**src/rtl/text_ram_arbiter.sv**
```systemverilog
// Round-robin arbiter sharing one line-wide text RAM port between several requesters,
// with one transaction in flight and an optional per-requester lock for atomic RMW.
`ifndef TEXT_RAM_LINE_WIDTH
`define TEXT_RAM_LINE_WIDTH 32
`endif

module text_ram_arbiter #(
  parameter int NUM_REQ      = 3,
  parameter int ADDR_WIDTH   = 8,
  parameter int LINE_WIDTH   = `TEXT_RAM_LINE_WIDTH,
  parameter int READ_LATENCY = 2,
  parameter int LOCK_TIMEOUT = 15
) (
  input  logic                             clk,
  input  logic                             rst,
  input  logic [NUM_REQ-1:0]               req_valid,
  input  logic [NUM_REQ-1:0]               req_wren,
  input  logic [NUM_REQ-1:0]               req_lock,
  input  logic [NUM_REQ*ADDR_WIDTH-1:0]    req_addr,
  input  logic [NUM_REQ*LINE_WIDTH-1:0]    req_data,
  output logic [NUM_REQ-1:0]               req_ready,
  output logic [NUM_REQ-1:0]               rsp_valid,
  output logic [LINE_WIDTH-1:0]            rsp_data,
  output logic [ADDR_WIDTH-1:0]            ram_address,
  output logic                             ram_wren,
  output logic [LINE_WIDTH-1:0]            ram_data,
  input  logic [LINE_WIDTH-1:0]            ram_q,
  output logic                             locked,
  output logic                             lock_timeout
);

  localparam int IDX_W  = (NUM_REQ > 1) ? $clog2(NUM_REQ) : 1;
  localparam int WAIT_W = (READ_LATENCY > 1) ? $clog2(READ_LATENCY) : 1;
  localparam int TMO_W  = (LOCK_TIMEOUT > 1) ? $clog2(LOCK_TIMEOUT) : 1;
  localparam logic [IDX_W-1:0]  LAST_IDX  = IDX_W'(NUM_REQ - 1);
  localparam logic [WAIT_W-1:0] WAIT_LOAD = WAIT_W'(READ_LATENCY - 1);
  localparam logic [TMO_W-1:0]  TMO_LAST  = TMO_W'(LOCK_TIMEOUT - 1);

  typedef enum logic [1:0] {IDLE, ISSUE, WAIT, RESP} state_e;

  state_e                state_q, state_d;
  logic [IDX_W-1:0]      last_grant_q, last_grant_d;
  logic [IDX_W-1:0]      cur_q, cur_d;
  logic                  cur_wren_q, cur_wren_d;
  logic [IDX_W-1:0]      owner_q, owner_d;
  logic                  locked_q, locked_d;
  logic [TMO_W-1:0]      idle_cnt_q, idle_cnt_d;
  logic [WAIT_W-1:0]     wait_cnt_q, wait_cnt_d;
  logic [NUM_REQ-1:0]    req_ready_q, req_ready_d;
  logic [NUM_REQ-1:0]    rsp_valid_q, rsp_valid_d;
  logic [LINE_WIDTH-1:0] rsp_data_q, rsp_data_d;
  logic [ADDR_WIDTH-1:0] ram_address_q, ram_address_d;
  logic                  ram_wren_q, ram_wren_d;
  logic [LINE_WIDTH-1:0] ram_data_q, ram_data_d;
  logic                  lock_timeout_q, lock_timeout_d;

  logic [ADDR_WIDTH-1:0] addr_arr [NUM_REQ];
  logic [LINE_WIDTH-1:0] data_arr [NUM_REQ];
  logic [NUM_REQ-1:0]    eligible;
  logic                  found;
  logic [IDX_W-1:0]      win;
  logic                  timeout_fire;
  logic                  lock_active;

  for (genvar g = 0; g < NUM_REQ; g++) begin : g_unpack
    assign addr_arr[g] = req_addr[g*ADDR_WIDTH +: ADDR_WIDTH];
    assign data_arr[g] = req_data[g*LINE_WIDTH +: LINE_WIDTH];
  end

  function automatic logic [IDX_W-1:0] wrap_inc(input logic [IDX_W-1:0] v);
    if (v == LAST_IDX) return '0;
    return v + IDX_W'(1);
  endfunction

  // A lock that times out this cycle no longer restricts who may win this cycle.
  always_comb begin
    timeout_fire = (state_q == IDLE) && locked_q && !req_valid[owner_q] &&
                   (idle_cnt_q == TMO_LAST);
    lock_active  = locked_q && !timeout_fire;
    for (int i = 0; i < NUM_REQ; i++) begin
      eligible[i] = req_valid[i] && (!lock_active || (IDX_W'(i) == owner_q));
    end
  end

  always_comb begin
    logic [IDX_W-1:0] cand;
    found = 1'b0;
    win   = '0;
    cand  = last_grant_q;
    for (int k = 0; k < NUM_REQ; k++) begin
      cand = wrap_inc(cand);
      if (!found && eligible[cand]) begin
        found = 1'b1;
        win   = cand;
      end
    end
  end

  always_ff @(posedge clk or negedge rst) begin
    if (!rst) begin
      state_q        <= IDLE;
      last_grant_q   <= LAST_IDX;
      cur_q          <= '0;
      cur_wren_q     <= 1'b0;
      owner_q        <= '0;
      locked_q       <= 1'b0;
      idle_cnt_q     <= '0;
      wait_cnt_q     <= '0;
      req_ready_q    <= '0;
      rsp_valid_q    <= '0;
      rsp_data_q     <= '0;
      ram_address_q  <= '0;
      ram_wren_q     <= 1'b0;
      ram_data_q     <= '0;
      lock_timeout_q <= 1'b0;
    end else begin
      state_q        <= state_d;
      last_grant_q   <= last_grant_d;
      cur_q          <= cur_d;
      cur_wren_q     <= cur_wren_d;
      owner_q        <= owner_d;
      locked_q       <= locked_d;
      idle_cnt_q     <= idle_cnt_d;
      wait_cnt_q     <= wait_cnt_d;
      req_ready_q    <= req_ready_d;
      rsp_valid_q    <= rsp_valid_d;
      rsp_data_q     <= rsp_data_d;
      ram_address_q  <= ram_address_d;
      ram_wren_q     <= ram_wren_d;
      ram_data_q     <= ram_data_d;
      lock_timeout_q <= lock_timeout_d;
    end
  end

  always_comb begin
    state_d = state_q;
    unique case (state_q)
      IDLE:  if (found) state_d = ISSUE;
      ISSUE: state_d = cur_wren_q ? IDLE : WAIT;
      WAIT:  if (wait_cnt_q == '0) state_d = RESP;
      RESP:  state_d = IDLE;
      default: state_d = IDLE;
    endcase
  end

  // Pulse outputs default low; ISSUE-cycle outputs are registered from the IDLE decision.
  always_comb begin
    last_grant_d   = last_grant_q;
    cur_d          = cur_q;
    cur_wren_d     = cur_wren_q;
    owner_d        = owner_q;
    locked_d       = locked_q;
    idle_cnt_d     = idle_cnt_q;
    wait_cnt_d     = wait_cnt_q;
    req_ready_d    = '0;
    rsp_valid_d    = '0;
    rsp_data_d     = rsp_data_q;
    ram_address_d  = ram_address_q;
    ram_wren_d     = 1'b0;
    ram_data_d     = ram_data_q;
    lock_timeout_d = 1'b0;
    unique case (state_q)
      IDLE: begin
        if (!locked_q) begin
          idle_cnt_d = '0;
        end else if (timeout_fire) begin
          locked_d       = 1'b0;
          lock_timeout_d = 1'b1;
          idle_cnt_d     = '0;
        end else if (!req_valid[owner_q]) begin
          idle_cnt_d = idle_cnt_q + TMO_W'(1);
        end
        if (found) begin
          req_ready_d[win] = 1'b1;
          ram_address_d    = addr_arr[win];
          ram_data_d       = data_arr[win];
          ram_wren_d       = req_wren[win];
          last_grant_d     = win;
          cur_d            = win;
          cur_wren_d       = req_wren[win];
          locked_d         = req_lock[win];
          idle_cnt_d       = '0;
          if (req_lock[win]) owner_d = win;
        end
      end
      ISSUE: begin
        if (!cur_wren_q) wait_cnt_d = WAIT_LOAD;
      end
      WAIT: begin
        if (wait_cnt_q == '0) begin
          rsp_data_d         = ram_q;
          rsp_valid_d[cur_q] = 1'b1;
        end else begin
          wait_cnt_d = wait_cnt_q - WAIT_W'(1);
        end
      end
      default: ;
    endcase
  end

  assign req_ready    = req_ready_q;
  assign rsp_valid    = rsp_valid_q;
  assign rsp_data     = rsp_data_q;
  assign ram_address  = ram_address_q;
  assign ram_wren     = ram_wren_q;
  assign ram_data     = ram_data_q;
  assign locked       = locked_q;
  assign lock_timeout = lock_timeout_q;

endmodule

```
**config.mk**
```make
export PLATFORM = sky130hd
export DESIGN_NAME = text_ram_arbiter
export DESIGN_NICKNAME = d
export VERILOG_FILES = /design/src/rtl/text_ram_arbiter.sv
export SDC_FILE = /design/constraint.sdc
export NUM_CORES = 1
export LEC_CHECK = 0
export ABC_CLOCK_PERIOD_IN_PS = 3000
export CORE_AREA = 2 2 94 96
export DETAILED_ROUTE_END_ITERATION = 7
export DIE_AREA = 0 0 96 98
export DONT_BUFFER_PORTS = 1
export PLACE_DENSITY = 0.67
export SLEW_MARGIN = 40
export SYNTH_ARGS = -nofsm -noshare
export SYNTH_HDL_FRONTEND = slang
export SYNTH_SLANG_ARGS = --single-unit
```
**constraint.sdc**
```tcl
create_clock -name clk -period 3 [get_ports clk]
set_clock_uncertainty 0.1 [all_clocks]
set_input_delay 0.3 -clock clk [delete_from_list [all_inputs] [get_ports clk]]
set_output_delay 0.3 -clock clk [all_outputs]
set_load 0.1 [all_outputs]
```
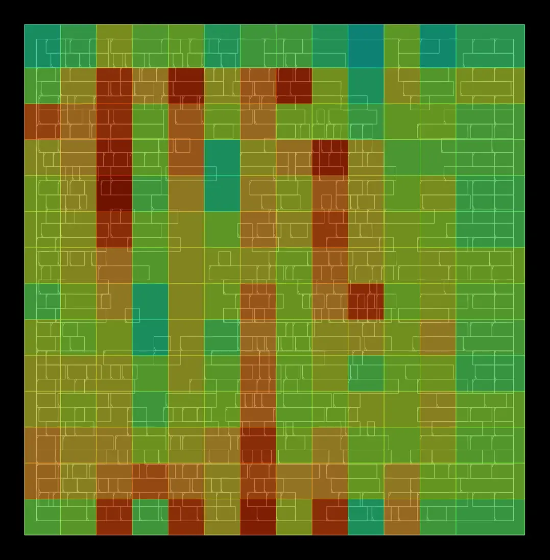
(routing congestion map)
Total Routing Usage GR: 0.233
most crowded layer after global routing: met2
met3 usage in global routing: 0.0625

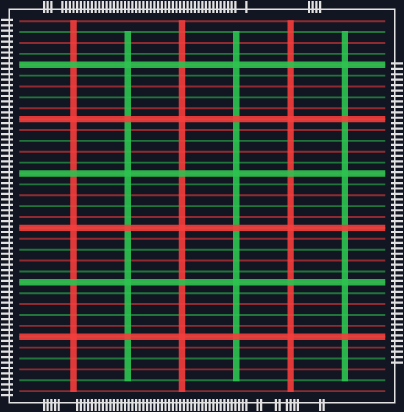
(power grid)
(4 px per um) Pins as bars on the die edge.
net	color
VSS	red
VDD	green
met5 straps	6
met4 straps	6
rows	34
signal pins	244
Die X: 96 um
core area: 0.00847 mm^2
vertical die dimension: 98 um

==> results.txt <==
Results of the implementation run.

The data required time at the worst endpoint is 3.19 ns. Per the gpl log, the routability congestion estimate is 0.880. The number of DRC violations after detailed-routing iteration 0 is 162. The final report gives the core utilization as 0.665. The class occupying the most area after layout is reported as registers. Once routing completed, OpenROAD measured the worst setup slack at 0.364 ns. Once layout is done, the placed cells without fillers occupy 0.00563 mm^2. The yosys stat cell total came out at 364. The sequential-to-total area share from yosys stat is 0.539. The number of flops mapped to enable cells by yosys is 0. The area fraction of the largest cell type after synthesis is 0.532. The average cell area after synthesis is 12.0 um^2. The number of H-tree branching levels is 3. In this run the maximum-capacitance check reported violations numbering 0.

The count of placed standard cells including taps came out at 461. The kind of cell with the highest combined delay along the critical path is simple AND/OR/NAND/NOR gates. For this run, the script counts the antenna cells in the layout as 0.

After filler insertion, the fill cell instance count of the layout stands at 612. The number of nets in the layout is 607. The TritonCTS clock tree is built.

The clock drives 94 sinks. The worst setup slack after placement came out at 0.386 ns. The final antenna-violating net count came out at 0.

Ranking logic cells in the layout by count gives the top entries 76 x sky130_fd_sc_hd__dlygate4sd3_1, 62 x sky130_fd_sc_hd__dfrtp_2, 43 x sky130_fd_sc_hd__mux2i_1, 42 x sky130_fd_sc_hd__a22oi_1, 41 x sky130_fd_sc_hd__o21ai_1. The number of gates resized after CTS was 0. Setup repair after global routing left no endpoint under its margin.

Of the total synthesized cell area, the portion taken by AND-OR and OR-AND cells is 0.182. The number of design rule violations left after detail routing is 0. The most frequent cell after synthesis is sky130_fd_sc_hd__dfrtp_1. Of all the cell area in the finished design, non-clock buffers hold 0.167.

STA classifies the critical path endpoint as a flip-flop. The endpoint identified for the worst register-to-register timing path is owner_q[1]$_DFFE_PN0P_. When the netlist entered floorplanning its net count stood at 529. The total length of routed met3 wires is 963 um.

The sum of negative setup slack is 0 ns. The smallest clock period supported by the final layout is computed as 2.64 ns. The cell depth of the worst flop-to-flop path is 9.

The arrival time of the worst setup path is 2.83 ns. The highest layer touched by signal routing is met4. Summing over every cut layer, the via total after detailed routing is 3365.

The area of combinational cells with multiple inputs came out at 0.00188 mm^2. OpenSTA lists the critical path endpoint as owner_q[1]$_DFFE_PN0P_. The setup slack of the most critical reg-to-reg path came out at 0.36 ns.

The sequential cell area in the final layout came out at 0.00243 mm^2. For this design, the CTS-stage hold fixing added 77 buffers. The logic gate fraction of the total cell area is 0.333. Dividing the final minimum period by the clock period gives 0.879. The max-slew violation total from the final report is 0.

The met2 capacity usage during global routing is 0.397. The met1 track demand over resource came out at 0.267.

The clock root buffer is sky130_fd_sc_hd__clkbuf_8. The die outline area came out at 0.00941 mm^2. The post-CTS setup buffer count is 0. The number of detailed-routing iterations run before antenna repair came out at 5. Counting instances, the worst hold path has a depth of 2.

The placed instances occupy a cell area of 0.00457 mm^2. The met2 layer wire length in the routed design came out at 5.70 mm. The number of I/O pins came out at 244. The wire length the detailed router placed on met1 came out at 3.98 mm.

The end point of the most critical hold path is ram_data[3]$_DFFE_PN0P_. The number of signal-net inverters in the final layout is 6. The flow ran to the end, and the final reports show no timing, DRC or antenna violations.

The worst hold path class is input pin to flip-flop. The critical path maximum fanout is 46. The highest achievable clock rate is 379 MHz.

The number of buffers and inverters on the critical path is 2. The total number of tap cells came out at 108. The distinct cell type count of the synthesized netlist is 49. The global-route wire length before repair is 16.8 mm.

For this run, asynchronously set or reset flops after synthesis account for 1.00. The number of global-route vias before repair was 3405. The initial utilization of the core area, before any placement, comes to 0.516.

The number of clock buffers in the layout is 9. The non-clock buffer instance count of the final layout came out at 92. The critical path starts at idle_cnt_q[0]$_DFFE_PN0P_. The number of cells in the finished layout apart from fillers came out at 555. STA lists the startpoint of the worst hold path as req_data[67]. The sum of net half-perimeters after detailed placement is 7.25 mm. Per the detailed-route log, wirelength across all metal layers totals 10.9 mm. In the synthesized netlist, the number of instances is 364. The number of flip-flops and latches came out at 94. The dominant synthesized flop cell is sky130_fd_sc_hd__dfrtp_1. The biggest cell delay along the critical path came out at 0.43 ns. The largest net degree at the start of global routing is 95. The latest clock arrival within the worst-skew pair is 0.36 ns.

The clock-cell share of area came out at 0.0400. The number of antenna violations at the first check in global routing is 0. The growth of design area from synthesis to finish is 28.9%. The tally of OpenROAD warnings is 27. The worst setup path is of the flip-flop to flip-flop kind. The mux share of post-synthesis cell area is 0.184. The cell area after technology mapping came out at 0.00437 mm^2.

Walking the critical path from launch to capture passes 9 cell instances. The timing report gives the clock slew at the launch and capture registers of the worst setup and hold paths as 0.09 ns. The count of buffers from port buffering came out at 0.

Ranked by total cell area, the synthesized netlist is headed by sky130_fd_sc_hd__dfrtp_1 53%, sky130_fd_sc_hd__mux2i_1 9.8%, sky130_fd_sc_hd__mux2_2 8.2%, sky130_fd_sc_hd__a22oi_1 7.2%, sky130_fd_sc_hd__o21ai_1 4.7%. The main logic family after synthesis is multiplexers. The wire length per cell after detailed routing came out at 19.7 um. The ratio of routed vias to standard cells is 6.06.
